### config.mk
export PLATFORM = sky130hd
export DESIGN_NAME = alu_arbiter_flat
export DESIGN_NICKNAME = d
export VERILOG_FILES = /design/src/rtl/alu_arbiter_if.sv /design/src/rtl/alu_arbiter.sv /design/src/flat_wrapper.sv
export SDC_FILE = /design/constraint.sdc
export NUM_CORES = 1
export LEC_CHECK = 0
export CORE_AREA = 8 8 131 121
export DETAILED_ROUTE_END_ITERATION = 16
export DIE_AREA = 0 0 139 129
export GPL_TIMING_DRIVEN = 1
export PLACE_DENSITY = 0.8
export SYNTH_ARGS = -nofsm -noshare
export SYNTH_HDL_FRONTEND = slang
export SYNTH_SLANG_ARGS = --single-unit
### constraint.sdc
create_clock -name i_clk -period 3.5 [get_ports i_clk]
set_clock_uncertainty 0.1 [all_clocks]
set_input_delay 0.7 -clock i_clk [delete_from_list [all_inputs] [get_ports i_clk]]
set_output_delay 0.7 -clock i_clk [all_outputs]
set_load 0.02 [all_outputs]
### src/rtl/alu_arbiter_if.sv
// alu_arbiter_if: bundles the requester handshake, ALU drive and response signals.
// Ports: none (clock and reset stay plain ports on the arbiter).
// Modports: slave = arbiter side, master = requesters/ALU/consumer side.
interface alu_arbiter_if #(
  parameter int XLEN = 32,
  parameter int OPW  = 4
);
  // requester 0 (execute stage)
  logic            i_req0_valid;
  logic            o_req0_ready;
  logic [XLEN-1:0] i_req0_op_a;
  logic [XLEN-1:0] i_req0_op_b;
  logic [OPW-1:0]  i_req0_alu_op;
  // requester 1 (address/branch helper)
  logic            i_req1_valid;
  logic            o_req1_ready;
  logic [XLEN-1:0] i_req1_op_a;
  logic [XLEN-1:0] i_req1_op_b;
  logic [OPW-1:0]  i_req1_alu_op;
  // ALU drive and result
  logic [XLEN-1:0] o_alu_op_a;
  logic [XLEN-1:0] o_alu_op_b;
  logic [OPW-1:0]  o_alu_op;
  logic [XLEN-1:0] i_alu_data;
  // response
  logic            o_rsp_valid;
  logic            o_rsp_id;
  logic [XLEN-1:0] o_rsp_data;
  logic            o_rsp_err;
  logic            i_rsp_ready;

  modport slave (
    input  i_req0_valid, i_req0_op_a, i_req0_op_b, i_req0_alu_op,
    input  i_req1_valid, i_req1_op_a, i_req1_op_b, i_req1_alu_op,
    input  i_alu_data, i_rsp_ready,
    output o_req0_ready, o_req1_ready,
    output o_alu_op_a, o_alu_op_b, o_alu_op,
    output o_rsp_valid, o_rsp_id, o_rsp_data, o_rsp_err
  );

  modport master (
    output i_req0_valid, i_req0_op_a, i_req0_op_b, i_req0_alu_op,
    output i_req1_valid, i_req1_op_a, i_req1_op_b, i_req1_alu_op,
    output i_alu_data, i_rsp_ready,
    input  o_req0_ready, o_req1_ready,
    input  o_alu_op_a, o_alu_op_b, o_alu_op,
    input  o_rsp_valid, o_rsp_id, o_rsp_data, o_rsp_err
  );
endinterface

### src/rtl/alu_arbiter.sv
// alu_arbiter: round-robin sharing of one combinational ALU between two requesters.
// Latency: grant at edge N, response valid after edge N+1; at least 3 cycles per transaction.
// Ports: i_clk, i_rst_n (async active-low), bus (alu_arbiter_if.slave); readies only in IDLE,
// response held until i_rsp_ready.
module alu_arbiter #(
  parameter int XLEN    = 32,
  parameter int OPW     = 4,
  parameter int NUM_OPS = 10
) (
  input logic           i_clk,
  input logic           i_rst_n,
  alu_arbiter_if.slave  bus
);

  typedef enum logic [1:0] {IDLE, EXEC, RESP} state_t;

  // One extra bit so a NUM_OPS equal to 2**OPW still compares correctly.
  localparam logic [OPW:0] NUM_OPS_W = NUM_OPS[OPW:0];

  state_t state, state_nxt;
  logic   last_grant;
  logic   cur_id;
  logic   ready0, ready1;
  logic   grant;
  logic   op_illegal;

  // Next state and combinational readies. A port wins contention when the
  // other port held the most recent grant.
  always_comb begin
    state_nxt = state;
    ready0    = 1'b0;
    ready1    = 1'b0;
    case (state)
      IDLE: begin
        ready0 = bus.i_req0_valid && (!bus.i_req1_valid || last_grant);
        ready1 = bus.i_req1_valid && (!bus.i_req0_valid || !last_grant);
        if (ready0 || ready1) state_nxt = EXEC;
      end
      EXEC:    state_nxt = RESP;
      RESP:    if (bus.i_rsp_ready) state_nxt = IDLE;
      default: state_nxt = IDLE;
    endcase
  end

  assign grant            = ready0 || ready1;
  assign bus.o_req0_ready = ready0;
  assign bus.o_req1_ready = ready1;
  assign op_illegal       = ({1'b0, bus.o_alu_op} >= NUM_OPS_W);

  always_ff @(posedge i_clk or negedge i_rst_n) begin
    if (!i_rst_n) begin
      state <= IDLE;
    end else begin
      state <= state_nxt;
    end
  end

  always_ff @(posedge i_clk or negedge i_rst_n) begin
    if (!i_rst_n) begin
      last_grant      <= 1'b1;
      cur_id          <= 1'b0;
      bus.o_alu_op_a  <= '0;
      bus.o_alu_op_b  <= '0;
      bus.o_alu_op    <= '0;
      bus.o_rsp_valid <= 1'b0;
      bus.o_rsp_id    <= 1'b0;
      bus.o_rsp_data  <= '0;
      bus.o_rsp_err   <= 1'b0;
    end else begin
      // The ALU operand registers move only on a grant edge.
      if (grant) begin
        cur_id     <= ready1;
        last_grant <= ready1;
        if (ready1) begin
          bus.o_alu_op_a <= bus.i_req1_op_a;
          bus.o_alu_op_b <= bus.i_req1_op_b;
          bus.o_alu_op   <= bus.i_req1_alu_op;
        end else begin
          bus.o_alu_op_a <= bus.i_req0_op_a;
          bus.o_alu_op_b <= bus.i_req0_op_b;
          bus.o_alu_op   <= bus.i_req0_alu_op;
        end
      end

      // Capture the ALU result; an illegal opcode reports zero data.
      if (state == EXEC) begin
        bus.o_rsp_valid <= 1'b1;
        bus.o_rsp_id    <= cur_id;
        bus.o_rsp_err   <= op_illegal;
        bus.o_rsp_data  <= op_illegal ? '0 : bus.i_alu_data;
      end

      if (state == RESP && bus.i_rsp_ready) begin
        bus.o_rsp_valid <= 1'b0;
      end
    end
  end

endmodule

### src/flat_wrapper.sv
// flat-port wrapper written by rule: the top's interface ports become plain ports
module alu_arbiter_flat 
#(
  parameter int XLEN    = 32,
  parameter int OPW     = 4,
  parameter int NUM_OPS = 10
)
  (i_clk, i_rst_n, bus_i_req0_valid, bus_i_req0_op_a, bus_i_req0_op_b, bus_i_req0_alu_op, bus_i_req1_valid, bus_i_req1_op_a, bus_i_req1_op_b, bus_i_req1_alu_op, bus_i_alu_data, bus_i_rsp_ready, bus_o_req0_ready, bus_o_req1_ready, bus_o_alu_op_a, bus_o_alu_op_b, bus_o_alu_op, bus_o_rsp_valid, bus_o_rsp_id, bus_o_rsp_data, bus_o_rsp_err);
  alu_arbiter_if #(.XLEN(XLEN), .OPW(OPW)) bus_i ();
  input logic i_clk;
  input logic i_rst_n;
  input wire logic [$bits(bus_i.i_req0_valid)-1:0] bus_i_req0_valid;
  input wire logic [$bits(bus_i.i_req0_op_a)-1:0] bus_i_req0_op_a;
  input wire logic [$bits(bus_i.i_req0_op_b)-1:0] bus_i_req0_op_b;
  input wire logic [$bits(bus_i.i_req0_alu_op)-1:0] bus_i_req0_alu_op;
  input wire logic [$bits(bus_i.i_req1_valid)-1:0] bus_i_req1_valid;
  input wire logic [$bits(bus_i.i_req1_op_a)-1:0] bus_i_req1_op_a;
  input wire logic [$bits(bus_i.i_req1_op_b)-1:0] bus_i_req1_op_b;
  input wire logic [$bits(bus_i.i_req1_alu_op)-1:0] bus_i_req1_alu_op;
  input wire logic [$bits(bus_i.i_alu_data)-1:0] bus_i_alu_data;
  input wire logic [$bits(bus_i.i_rsp_ready)-1:0] bus_i_rsp_ready;
  output wire logic [$bits(bus_i.o_req0_ready)-1:0] bus_o_req0_ready;
  output wire logic [$bits(bus_i.o_req1_ready)-1:0] bus_o_req1_ready;
  output wire logic [$bits(bus_i.o_alu_op_a)-1:0] bus_o_alu_op_a;
  output wire logic [$bits(bus_i.o_alu_op_b)-1:0] bus_o_alu_op_b;
  output wire logic [$bits(bus_i.o_alu_op)-1:0] bus_o_alu_op;
  output wire logic [$bits(bus_i.o_rsp_valid)-1:0] bus_o_rsp_valid;
  output wire logic [$bits(bus_i.o_rsp_id)-1:0] bus_o_rsp_id;
  output wire logic [$bits(bus_i.o_rsp_data)-1:0] bus_o_rsp_data;
  output wire logic [$bits(bus_i.o_rsp_err)-1:0] bus_o_rsp_err;
  assign bus_i.i_req0_valid = bus_i_req0_valid;
  assign bus_i.i_req0_op_a = bus_i_req0_op_a;
  assign bus_i.i_req0_op_b = bus_i_req0_op_b;
  assign bus_i.i_req0_alu_op = bus_i_req0_alu_op;
  assign bus_i.i_req1_valid = bus_i_req1_valid;
  assign bus_i.i_req1_op_a = bus_i_req1_op_a;
  assign bus_i.i_req1_op_b = bus_i_req1_op_b;
  assign bus_i.i_req1_alu_op = bus_i_req1_alu_op;
  assign bus_i.i_alu_data = bus_i_alu_data;
  assign bus_i.i_rsp_ready = bus_i_rsp_ready;
  assign bus_o_req0_ready = bus_i.o_req0_ready;
  assign bus_o_req1_ready = bus_i.o_req1_ready;
  assign bus_o_alu_op_a = bus_i.o_alu_op_a;
  assign bus_o_alu_op_b = bus_i.o_alu_op_b;
  assign bus_o_alu_op = bus_i.o_alu_op;
  assign bus_o_rsp_valid = bus_i.o_rsp_valid;
  assign bus_o_rsp_id = bus_i.o_rsp_id;
  assign bus_o_rsp_data = bus_i.o_rsp_data;
  assign bus_o_rsp_err = bus_i.o_rsp_err;
  alu_arbiter #(.XLEN(XLEN), .OPW(OPW), .NUM_OPS(NUM_OPS)) u_core (.i_clk(i_clk), .i_rst_n(i_rst_n), .bus(bus_i));
endmodule
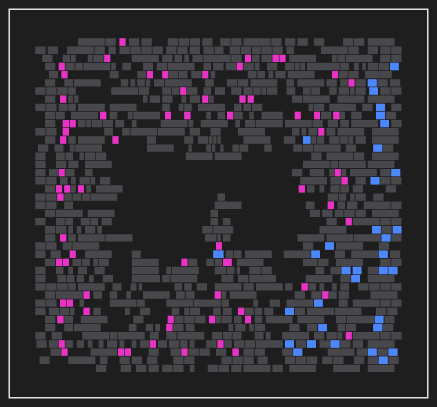
Run 1: logic cells by family
(3 px per um)
| family | colour | cells | most used | where |
|---|---|---|---|---|
| non-inverting ao/oa cells | blue | 34 | a22o_1 | a vertical strip on the right |
| and/or cells | magenta | 70 | and3_1 | all over the die |
combinational fraction of the cell area: 27.54%
fin cells: 917
Top cell excl fill/tap: clkdlybuf4s50_1

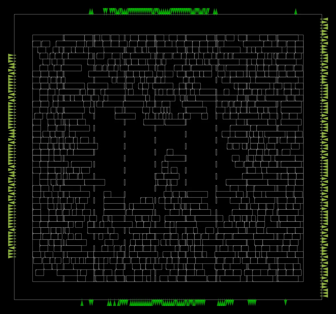
Run 1: placement view
Filler cells: 1124
post-layout util: 61.76%
row count: 41
core box area: 0.01365 mm2

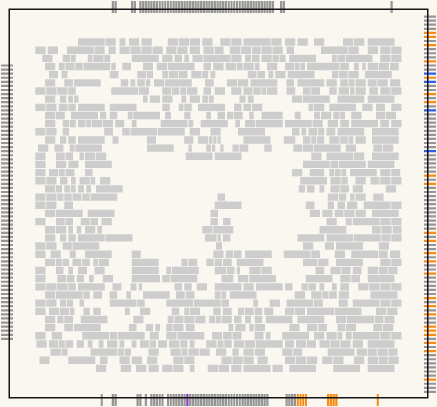
Run 1: I/O pins on the die edge
(3 px per um) Pins as bars across the die edge, other pins in grey.
| port | colour | pins | direction | edge |
|---|---|---|---|---|
| bus_i_req0_valid | purple | 1 | input | bottom |
| bus_o_rsp_data | orange | 32 | output | 23 right, 9 bottom |
| bus_i_req1_alu_op | blue | 4 | input | right |

==> flow_metrics.env, run 1 <==
# flow metrics
export IMPL_cp_depth=4
export IMPL_required_ps=2700
export IMPL_critPathMaxStageDelay_ps=640
export IMPL_ff_type="dfrtp_1"
export IMPL_crit_top_cell="clkdlybuf4s50_1"
export IMPL_clock_buffers=11
export IMPL_placed_area_mm2=0.008113
export IMPL_p_comb_share_pct=54.9
export IMPL_cts_clk_slew_worst_paths_ps=70
export IMPL_flop_count=107
export IMPL_dp_final_hpwl_mm=14.35
export IMPL_ys_cells=503
export IMPL_simple_gate_area_share_pct=19.46
export IMPL_biggestRegsByFlops="u_core.bus.o_alu_op_a (32), u_core.bus.o_alu_op_b (32), u_core.bus.o_rsp_data (32)"
export IMPL_grt_pass1_vias=5542
export IMPL_grt_pass1_wl_mm=32.21
export IMPL_viasPerCell=5.907
export IMPL_synth_adder_area_share_pct=0
export IMPL_grt_overflow=0
export IMPL_powerClk_mw=1.06
export IMPL_antenna_found_initial=1
export IMPL_wl_met1_mm=8.288
export IMPL_clock_latency_ps=340
export IMPL_finalClockPeriodUsage_pct=88.14
export IMPL_top_logic_kind="AND-OR/OR-AND gates"
export IMPL_synthCells=503
export IMPL_dp_cells=900
export IMPL_num_io_pins=278
export IMPL_rsz0062_at_grt="no"
export IMPL_synth_avg_cell_area_um2=10.61
export IMPL_met2_length_mm=9.989
export IMPL_area_leaders="dfrtp_1 (50%), o2111ai_1 (11%), nand3b_1 (9.6%)"
export IMPL_chipWidth_um=139
export IMPL_hold_path_class="input pin to async pin"
export IMPL_outcome="finished, final reports clean"
export IMPL_wl_per_cell_um=22.50
export IMPL_grtUsageMet3_pct=6.923
export IMPL_path_max_fanout=3
export IMPL_preCtsSetupSlack_ps=419.7
export IMPL_worst_pin_slew_ps=831.3
export IMPL_diodes=1
export IMPL_place_congestion=0.7988
export IMPL_ff_latch_area_mm2=0.002679
export IMPL_power_density_mw_per_mm2=857.8
export IMPL_power_share_clock_pct=14.6
export IMPL_fin_ws_ps=415.2
export IMPL_final_clk_cell_share_pct=3.711
export IMPL_drive_gt1_share_pct=5.780
export IMPL_pg_comb_mw=3.97
export IMPL_setup_viol=0
export IMPL_cts_tree="done"
export IMPL_p_sw_share_pct=41.83
export IMPL_vias=5417
export IMPL_setup_tns_final_ps=0
export IMPL_critical_path_buf_inv_count=2
export IMPL_relSlewSlack_pct=44.58
export IMPL_postCtsSetupBuffers=0
export IMPL_largest_area_cell="dfrtp_1"
export IMPL_area_growth_synth_to_final_pct=57.90
export IMPL_whs_ps=344.9
export IMPL_most_common_cell="dfrtp_1"
export IMPL_power_internal_mw=4.206
export IMPL_met1_usage_pct=27.78
export IMPL_clock_path_buffers=2
export IMPL_criticalPathCategory="input pin to output port"
export IMPL_largestClassByArea="non-clock buffers"
export IMPL_drt_pass1_iter_count=5
export IMPL_top_usage_layer="met2"
export IMPL_cts_resized=0
export IMPL_power_net_switching_mw=3.024
export IMPL_syn_area_mm2=0.005338
export IMPL_numCtsBuffers=9
export IMPL_top_area_share_pct=49.70
export IMPL_grt_use_total_pct=22.56
export IMPL_p_seq_mw=2.20
export IMPL_initial_utilization_pct=39.12
export IMPL_yosysWarnings=0
export IMPL_crit_path_start_kind="input pin"
export IMPL_reg2reg_depth=4
export IMPL_inverters=4
export IMPL_taps=172
export IMPL_cts_max_level=3
export IMPL_cap_violations=0
export IMPL_reg2reg_to="u_core.bus.o_alu_op_b[6]"
export IMPL_sequentialPowerShare_pct=30.5
export IMPL_final_area_mm2=0.008428
export IMPL_cpLargestDelayFamily="buffers and inverters"
export IMPL_max_vdd_ir_drop_mv=0.4573
export IMPL_grt_max_degree=70
Run 1, sizing map:
(3 px per um)
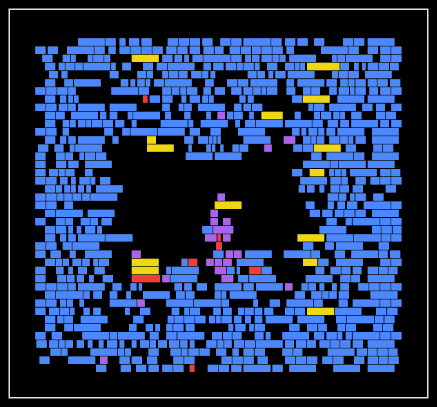

==> run 2, diff against run 1 <==
Settings changed: CAP_MARGIN set to 40, CTS_BUF_LIST set to sky130_fd_sc_hd__clkbuf_16.
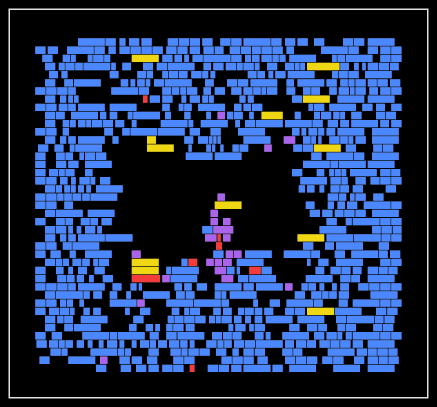
Run 2: sizing map
(3 px per um)
| size | colour | cells |
|---|---|---|
| _0 and _1 cells | blue | 703 |
| _2 cells | red | 7 |
| _3 and _4 cells | purple | 22 |
| _6 and larger | yellow | 12 |

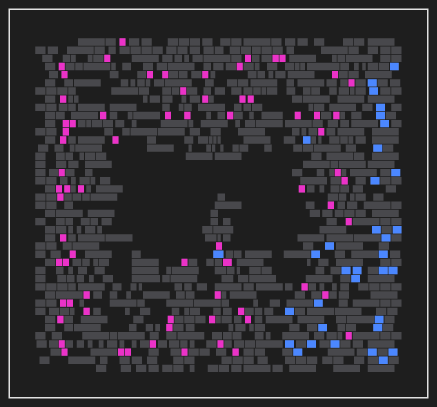
Run 2: logic cells by family
(3 px per um)
| family | colour | cells | most used | where |
|---|---|---|---|---|
| non-inverting ao/oa cells | blue | 34 | a22o_1 | a vertical strip on the right |
| and/or cells | magenta | 70 | and3_1 | all over the die |
combinational fraction of the cell area: 27.60%

==> flow_metrics.env, run 2 <==
# flow metrics
export IMPL_setup_tns_final_ps=0
export IMPL_crit_top_cell="clkdlybuf4s50_1"
export IMPL_area_growth_synth_to_final_pct=57.52
export IMPL_coreArea_mm2=0.01365
export IMPL_outcome="finished, final reports clean"
export IMPL_largest_area_cell="dfrtp_1"
export IMPL_cpLargestDelayFamily="buffers and inverters"
export IMPL_required_ps=2700
export IMPL_simple_gate_area_share_pct=19.46
export IMPL_final_util_pct=61.62
export IMPL_power_density_mw_per_mm2=856.1
export IMPL_area_leaders="dfrtp_1 (50%), o2111ai_1 (11%), nand3b_1 (9.6%)"
export IMPL_initial_utilization_pct=39.12
export IMPL_postCtsSetupBuffers=0
export IMPL_grt_pass1_vias=5563
export IMPL_ff_type="dfrtp_1"
export IMPL_reg2reg_depth=4
export IMPL_sequentialPowerShare_pct=30.6
export IMPL_critPathMaxStageDelay_ps=630
export IMPL_met1_usage_pct=27.69
export IMPL_taps=172
export IMPL_rsz0062_at_grt="no"
export IMPL_power_share_clock_pct=14.2
export IMPL_clock_path_buffers=2
export IMPL_synth_adder_area_share_pct=0
export IMPL_final_clk_cell_share_pct=3.482
export IMPL_antenna_found_initial=1
export IMPL_diodes=1
export IMPL_yosysWarnings=0
export IMPL_drt_pass1_iter_count=5
export IMPL_whs_ps=345.2
export IMPL_wl_per_cell_um=22.61
export IMPL_grt_max_degree=70
export IMPL_synth_avg_cell_area_um2=10.61
export IMPL_placed_area_mm2=0.008113
export IMPL_power_internal_mw=4.162
export IMPL_viasPerCell=5.965
export IMPL_grt_overflow=0
export IMPL_drive_gt1_share_pct=5.511
export IMPL_powerClk_mw=1.02
export IMPL_path_max_fanout=3
export IMPL_synthCells=503
export IMPL_grt_pass1_wl_mm=32.24
export IMPL_reg2reg_to="u_core.bus.o_alu_op_b[9]"
export IMPL_setup_viol=0
export IMPL_wl_met1_mm=8.482
export IMPL_fin_ws_ps=416.3
export IMPL_numCtsBuffers=9
export IMPL_cp_depth=4
export IMPL_finalClockPeriodUsage_pct=88.11
export IMPL_dp_cells=900
export IMPL_preCtsSetupSlack_ps=419.7
export IMPL_flop_count=107
export IMPL_chipWidth_um=139
export IMPL_rows=41
export IMPL_cts_clk_slew_worst_paths_ps=70
export IMPL_p_sw_share_pct=42.18
export IMPL_cts_max_level=3
export IMPL_ys_cells=503
export IMPL_syn_area_mm2=0.005338
export IMPL_mostFrequentLayoutCell="clkdlybuf4s50_1"
export IMPL_hold_path_class="input pin to async pin"
export IMPL_largestClassByArea="non-clock buffers"
export IMPL_max_vdd_ir_drop_mv=0.4608
Run 2, wires at chosen ports, followed through buffers:
(2 px per um)
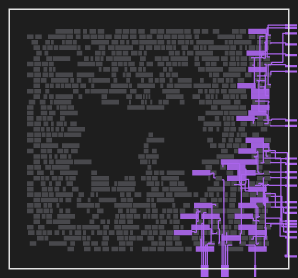

==> run 3, diff against run 2 <==
Settings changed: ABC_CLOCK_PERIOD_IN_PS set to 3500, SLEW_MARGIN set to 20.
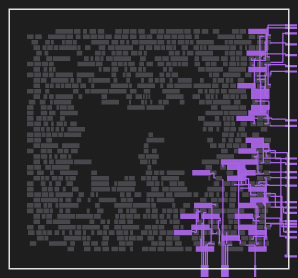
Run 3: wires at chosen ports, followed through buffers
(2 px per um)
| port | colour | direction | end cells | wire |
|---|---|---|---|---|
| bus_o_rsp_data | purple | output | 32 | 1090 um |

==> flow_metrics.env, run 3 <==
# flow metrics
export IMPL_synthCells=503
export IMPL_setup_tns_final_ps=0
export IMPL_cts_max_level=3
export IMPL_signal_buffers=292
export IMPL_drive_gt1_share_pct=5.638
export IMPL_preCtsSetupSlack_ps=419.7
export IMPL_outcome="finished, final reports clean"
export IMPL_sequentialPowerShare_pct=30.6
export IMPL_powerClk_mw=1.02
export IMPL_synth_avg_cell_area_um2=10.61
export IMPL_diodes=1
export IMPL_whs_ps=117.6
export IMPL_met1_usage_pct=27.69
export IMPL_placed_area_mm2=0.008113
export IMPL_routed_wl_mm=20.71
export IMPL_syn_area_mm2=0.005338
export IMPL_setup_viol=0
export IMPL_cp_depth=4
export IMPL_coreArea_mm2=0.01365
export IMPL_simple_gate_area_share_pct=19.46
export IMPL_aoi_share_pct=23.72
export IMPL_ff_type="dfrtp_1"
export IMPL_criticalPathCategory="input pin to output port"
export IMPL_ys_cells=503
export IMPL_top_power_group="combinational cells"
export IMPL_power_share_clock_pct=14.1
export IMPL_wl_met1_mm=8.422
export IMPL_ys_flops=107
export IMPL_comb_share_pct=27.51
export IMPL_fin_ws_ps=414.5
export IMPL_yosysWarnings=0
export IMPL_dp_cells=900
export IMPL_area_leaders="dfrtp_1 (50%), o2111ai_1 (11%), nand3b_1 (9.6%)"
export IMPL_crit_path_end="bus_o_req1_ready"
export IMPL_drt_pass1_iter_count=5
export IMPL_final_util_pct=61.82
export IMPL_top_usage_layer="met2"
export IMPL_rows=41
export IMPL_cts_resized=0
export IMPL_grt_pass1_wl_mm=32.24
export IMPL_grt_pass1_vias=5563
export IMPL_numCtsBuffers=9
export IMPL_power_density_mw_per_mm2=853.2
export IMPL_clock_path_buffers=2
export IMPL_postCtsSetupBuffers=0
export IMPL_largestClassByArea="non-clock buffers"
export IMPL_reg2reg_to="u_core.bus.o_alu_op_b[9]"
export IMPL_synth_adder_area_share_pct=0
export IMPL_taps=172
export IMPL_antenna_found_initial=1
export IMPL_crit_top_cell="clkdlybuf4s50_1"
export IMPL_path_cells="clkdlybuf4s50_1 -> nor3b_4 -> and2_4 -> clkdlybuf4s50_1"
export IMPL_max_vdd_ir_drop_mv=0.4567
export IMPL_rsz0062_at_grt="no"
export IMPL_required_ps=2700
export IMPL_reg2reg_depth=4
export IMPL_largest_area_cell="dfrtp_1"
export IMPL_mostFrequentLayoutCell="clkdlybuf4s50_1"
export IMPL_final_clk_cell_share_pct=3.471
export IMPL_cts_clk_slew_worst_paths_ps=70
export IMPL_cpLargestDelayFamily="buffers and inverters"
export IMPL_hold_path_class="input pin to async pin"
export IMPL_p_sw_share_pct=42.13
export IMPL_grt_max_degree=70
export IMPL_area_growth_synth_to_final_pct=58.04
export IMPL_critPathMaxStageDelay_ps=630
export IMPL_path_max_fanout=3
export IMPL_finalClockPeriodUsage_pct=88.16
export IMPL_initial_utilization_pct=39.12
export IMPL_power_internal_mw=4.165
export IMPL_grt_overflow=0
export IMPL_wl_per_cell_um=22.56
export IMPL_viasPerCell=5.898
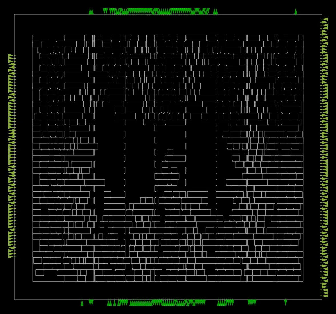
Run 3: placement view
flip-flops: 107
flop share of the area: 31.76%

